$ cat src/rtl/serial_adder.sv
// Bit-serial adder: computes {cout,sum} = a + b + cin one bit per clock, LSB first,
// reusing the one-bit full_adder cell for every bit step.

module full_adder (
    input  logic a,
    input  logic b,
    input  logic cin,
    output logic s,
    output logic cout
);
    assign s    = a ^ b ^ cin;
    assign cout = (a & b) | (a & cin) | (b & cin);
endmodule

module serial_adder #(
    parameter int WIDTH = 4
) (
    input  logic             clk,
    input  logic             rst,
    input  logic             start,
    input  logic [WIDTH-1:0] a,
    input  logic [WIDTH-1:0] b,
    input  logic             cin,
    output logic             busy,
    output logic             done,
    output logic [WIDTH-1:0] sum,
    output logic             cout
);
    localparam int CNT_W = (WIDTH > 1) ? $clog2(WIDTH) : 1;

    typedef enum logic [1:0] {
        IDLE  = 2'd0,
        SHIFT = 2'd1,
        DONE  = 2'd2
    } state_t;

    state_t r_state;
    state_t w_nextState;

    logic [WIDTH-1:0] r_opA;
    logic [WIDTH-1:0] r_opB;
    logic [WIDTH-1:0] r_sumShift;
    logic [WIDTH-1:0] r_sum;
    logic             r_carry;
    logic             r_cout;
    logic [CNT_W-1:0] r_count;

    logic w_accept;
    logic w_lastBit;
    logic w_s;
    logic w_cout;

    // A new request is only taken when no add is in flight, so captured operands stay intact.
    assign w_accept  = start && ((r_state == IDLE) || (r_state == DONE));
    assign w_lastBit = (r_state == SHIFT) && (r_count == CNT_W'(WIDTH - 1));

    full_adder u_fullAdder (r_opA[0], r_opB[0], r_carry, w_s, w_cout);

    always_ff @(posedge clk) begin
        if (rst) begin
            r_state <= IDLE;
        end else begin
            r_state <= w_nextState;
        end
    end

    always_comb begin
        w_nextState = r_state;
        case (r_state)
            IDLE:    w_nextState = start ? SHIFT : IDLE;
            SHIFT:   w_nextState = w_lastBit ? DONE : SHIFT;
            DONE:    w_nextState = start ? SHIFT : IDLE;
            default: w_nextState = IDLE;
        endcase
    end

    always_comb begin
        busy = (r_state == SHIFT);
        done = (r_state == DONE);
    end

    // The counter holds at WIDTH-1 on the final step instead of wrapping.
    always_ff @(posedge clk) begin
        if (rst) begin
            r_opA      <= '0;
            r_opB      <= '0;
            r_sumShift <= '0;
            r_carry    <= 1'b0;
            r_count    <= '0;
        end else if (w_accept) begin
            r_opA      <= a;
            r_opB      <= b;
            r_sumShift <= '0;
            r_carry    <= cin;
            r_count    <= '0;
        end else if (r_state == SHIFT) begin
            r_opA      <= {1'b0, r_opA[WIDTH-1:1]};
            r_opB      <= {1'b0, r_opB[WIDTH-1:1]};
            r_sumShift <= {w_s, r_sumShift[WIDTH-1:1]};
            r_carry    <= w_cout;
            if (!w_lastBit) begin
                r_count <= r_count + CNT_W'(1);
            end
        end
    end

    always_ff @(posedge clk) begin
        if (rst) begin
            r_sum  <= '0;
            r_cout <= 1'b0;
        end else if (w_lastBit) begin
            r_sum  <= {w_s, r_sumShift[WIDTH-1:1]};
            r_cout <= w_cout;
        end
    end

    assign sum  = r_sum;
    assign cout = r_cout;

endmodule

$ cat config.mk
export PLATFORM = sky130hd
export DESIGN_NAME = serial_adder
export DESIGN_NICKNAME = d
export VERILOG_FILES = /design/src/rtl/serial_adder.sv
export SDC_FILE = /design/constraint.sdc
export NUM_CORES = 1
export LEC_CHECK = 0
export CAP_MARGIN = 10
export CORE_MARGIN = 1
export CORE_UTILIZATION = 25
export CTS_CLUSTER_DIAMETER = 100
export DETAILED_ROUTE_END_ITERATION = 12
export PLACE_DENSITY_LB_ADDON = 0.25
export SLEW_MARGIN = 20
export SYNTH_ARGS = -nofsm -noshare
export SYNTH_HDL_FRONTEND = slang
export SYNTH_HIERARCHICAL = 1
export SYNTH_SLANG_ARGS = --single-unit
$ cat constraint.sdc
create_clock -name clk -period 1.9 [get_ports clk]
set_clock_uncertainty 0.2 [all_clocks]
set_input_delay 0.19 -clock clk [delete_from_list [all_inputs] [get_ports clk]]
set_output_delay 0.19 -clock clk [all_outputs]
set_load 0.02 [all_outputs]
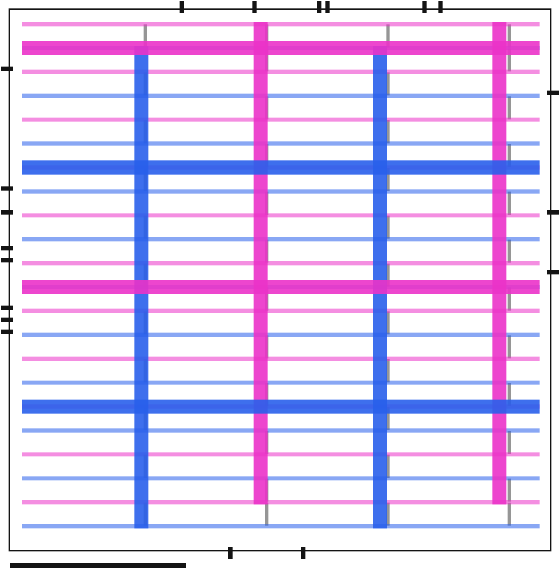
**Above:** PDN straps and rails.
The bar under the picture is 20 um long. Pins as bars on the die edge. Tap cells in grey.
Key: VDD = magenta; VSS = blue
22 met1 rails follow the rows. 46 tap cells. The core has 21 rows. 19 signal pins sit on the boundary. 4 straps on met5.
Core Region: 3360 um^2
Die Wd: 61.4 um

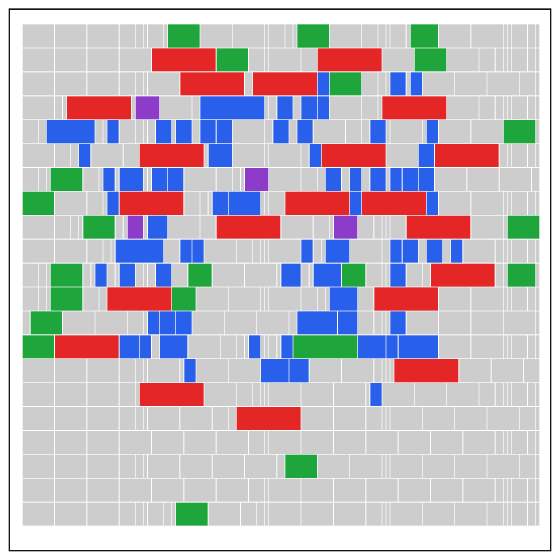
**Above:** placed cells, one colour a class.
Fill, decap, tap and diode cells in grey.
Key: clock drivers and dummy loads = purple [cells 4]; flops = red [cells 21]; other buffers and delay cells = green [cells 22]; combinational and other logic = blue [cells 71]
fin area: 1140 um^2
Finished Core Util: 33.8%
FP Rows: 21
Seq/total area: 37.0%

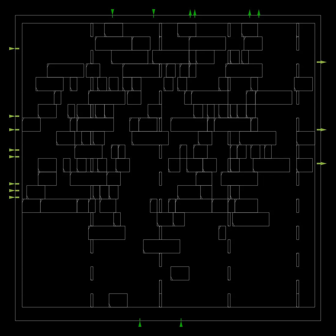
**Above:** cell placement.
Tapcells: 46
fin cells: 164
Fillers: 391
registers: 21

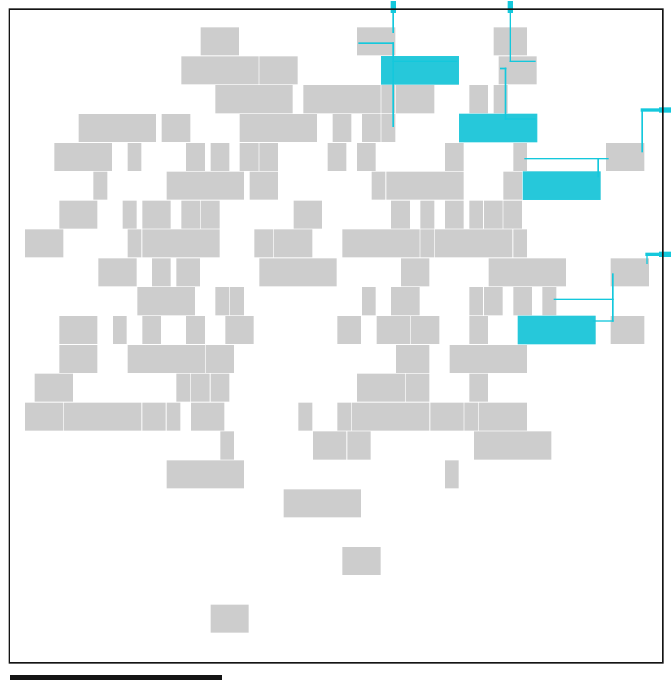
**Above:** I/O nets highlighted.
The bar under the picture is 20 um long.
Key: `sum` = cyan [direction output, edge 2 right, 2 top, end cells 4, buffers 4, wire 62.6 um]
number of buffers added on ports: 18
io pins: 19

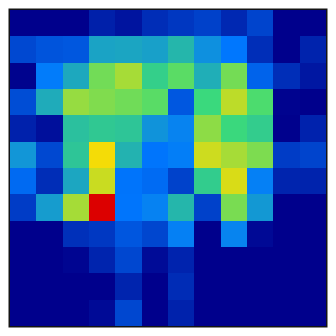
**Above:** wiring heat map.
The die is cut into 12 by 12 equal tiles; dark blue is low, red is high, scaled to the fullest tile. Values are wire area over tile area, all layers added.
14% of the tiles are over half the peak. The mean over all tiles is 0.077. The fullest tile reaches 0.37. The emptiest ninth of the die: bottom right. 31% of the tiles are nearly empty.
WL/cell: 11.4 um
Total Routing Usage GR: 11.6%
vias after detailed routing: 729
routed wire length: 1860 um

==> out/results.txt <==
Status - finished clean
Sequential cell area - 420 um^2
Post-route setup slack - 172 ps
Number of nets at floorplan - 113
Latency at later pin - 310 ps
CTS Root Buffer Type - clkbuf_4
PD cells - 722 nW/um^2
Crit path time final - 1730 ps
Tcrit/Tclk final - 90.9%
Final setup viols - 0
Most numerous logic cell after layout - dfxtp_1
Hold Startpoint - a[3]
CP Max Fanout - 17
Setup CP Type - flip-flop to output port
OpenROAD warnings - 26
Crit path arrival time - 1340 ps
Pleak - 0.000401 uW
Top cells excl fill/tap - dfxtp_1 (21), nand2_1 (19), clkdlybuf4s50_1 (16)
Grt ovf - 0
Top cells by area - dfxtp_1 (48%), nand2_1 (8.1%), a21oi_1 (6.8%), nand3_1 (4.5%), buf_6 (3.8%)
GP Congestion - 0.743
Via/cell ratio - 4.45
RR Startpoint - r_count[0]
Area leader, netlist - dfxtp_1
Maximum clock frequency - 579 MHz
1st-iter DRT viols - 28
Placed cell area - 1110 um^2
RR Endpoint - cout
Required @ worst endpoint - 1510 ps
Final ANT Viol Nets - 0
TritonCTS clock tree - done
Initial antenna violation count - 0
Ys cells - 99
Num CTS Buffers - 3
Syn avg cell area - 8.92 um^2
Slew HR - 78.7%
Synthesis area per yosys - 883 um^2
Pre-antenna DRT Iters - 4
Worst IR Drop VDD - 337 uV
Least-Margin Pin Slew - 320 ps
Final slew viol count - 0
WHS Path Cells - 3
Final hold violations - 0
R2R setup slack - 400 ps
HPWL after detailed placement - 1360 um
TNS Setup - 0 ps
Crit start category - flip-flop
Max-cap violation count - 0
Clk pin slew, worst setup/hold paths - 120 ps
Fraction of layout cells with a size suffix above 1 - 11.9%
Syn. warnings - 6
# DRC - 0
CTS Hold Bufs - 0
Sequential-to-total area share from yosys stat - 47.6%
Sink Count - 21
Max clock buf depth - 2
Met2 wire length - 838 um
H-tree level count - 1
Distinct cells, synth - 24
Synthesized area - 883 um^2
#FFs+latches synth - 21
Nature of the critical path endpoint - output port
Final Net Count - 133
RSZ-0062 raised after global routing - no
Ant. Diodes - 0
Reg2Reg Depth - 4
Area Overhead vs Synth - 28.6%
Highest routed layer - met4
Setup Slack @ Placement - 248 ps
First-pass GRT wire length - 3170 um
Core Util at FP - 26.3%
Wl on met1 - 935 um
Setup Fix Bufs, Post-CTS - 0
Dominant cell area share - 47.6%
Met3 wire length - 77 um
## final cells by class
type,instances,share of cell area [%]
sequential,21,37.0
multi-input combinational,70,35.4
timing repair buffer,22,19.4
tap,46,5.07
clock buffer,3,1.98
inverter,1,0.771
clock inverter,1,0.441
## critical path: stages, from the launching register on
cell and delay (ps):
dfxtp_1 390, nand2b_2 170, clkinv_4 120, dlygate4sd2_1 340
## power by group
part	switching (uW)	internal [uW]	total, uW
combinational	64.9	63.8	129
clock	138	78.5	216
sequential	14.0	461	475
total	217	603	820
## how the worst max path moves through the flow
stage / from / end / slack [ps] / depth (start not counted)
global placement: r_state[1] / busy / 260 / 3
CTS: r_state[1] / busy / 140 / 3
detailed placement: r_state[1] / busy / 250 / 3
floorplan: r_count[0] / r_count[0] / 550 / 5
global route: r_state[1] / busy / 80 / 3
finish: r_state[1] / busy / 170 / 3
## logic make-up (layout without fill, tap and decap cells)
| kind of cell | after synthesis | after routing | synth area share (%) |
|---|---|---|---|
| buffers and inverters | 8 | 27 | 6.94 |
| adders and majority gates | 2 | 2 | 3.68 |
| DFF | 21 | 21 | 47.6 |
| xor gates and xnor gates | 1 | 1 | 0.992 |
| and+or+nand+nor | 46 | 46 | 24.8 |
| muxes | 1 | 1 | 1.13 |
| AOI/OAI and AO/OA | 20 | 20 | 14.9 |
## Yosys cell counts
master	count
clkinv_4	1
a311oi_2	2
nand3b_1	1
mux2i_1	1
nand2b_1	1
nor2_1	7
xnor2_1	1
o21ai_0	1
a311oi_1	1
nand2_1	19
a22oi_1	2
buf_2	3
ha_1	1
o22ai_1	2
nor3_1	5
nand2b_2	2
dfxtp_1	21
clkbuf_1	1
nor3b_2	1
a21oi_1	12
nor2b_1	2
fa_1	1
buf_6	3
nand3_1	8
## metrics by stage
stage	power (uW)	instances	hold slack (ps)	util [%]
CTS	835	164	228	33.8
detailed placement	616	160	249	33.0
global route	867	164	228	33.8
floorplan	568	99	126	-
global placement	614	160	246	33.0
finish	820	164	240	33.8
## layer usage
metal | up-vias | global-route usage, %
met3 | 2 | 3.99
met2 | 17 | 17.7
met1 | 331 | 15.1
li1 | 379 | -
met5 | - | 0
met4 | 0 | 4.13
## state kept, by name, summed over array words and instances, names as in the netlist
| name | flops |
|---|---|
| r_opA | 4 |
| r_opB | 4 |
| sum | 4 |
| r_sumShift | 3 |
| r_count | 2 |
| r_state | 2 |
| cout | 1 |
| r_carry | 1 |
## what timing repair did
item,CTS,global route
hold endpoints to repair,0,0
gates resized,2,0
endpoints found under the setup margin,2,0
Power and IR drop assume default switching activity.
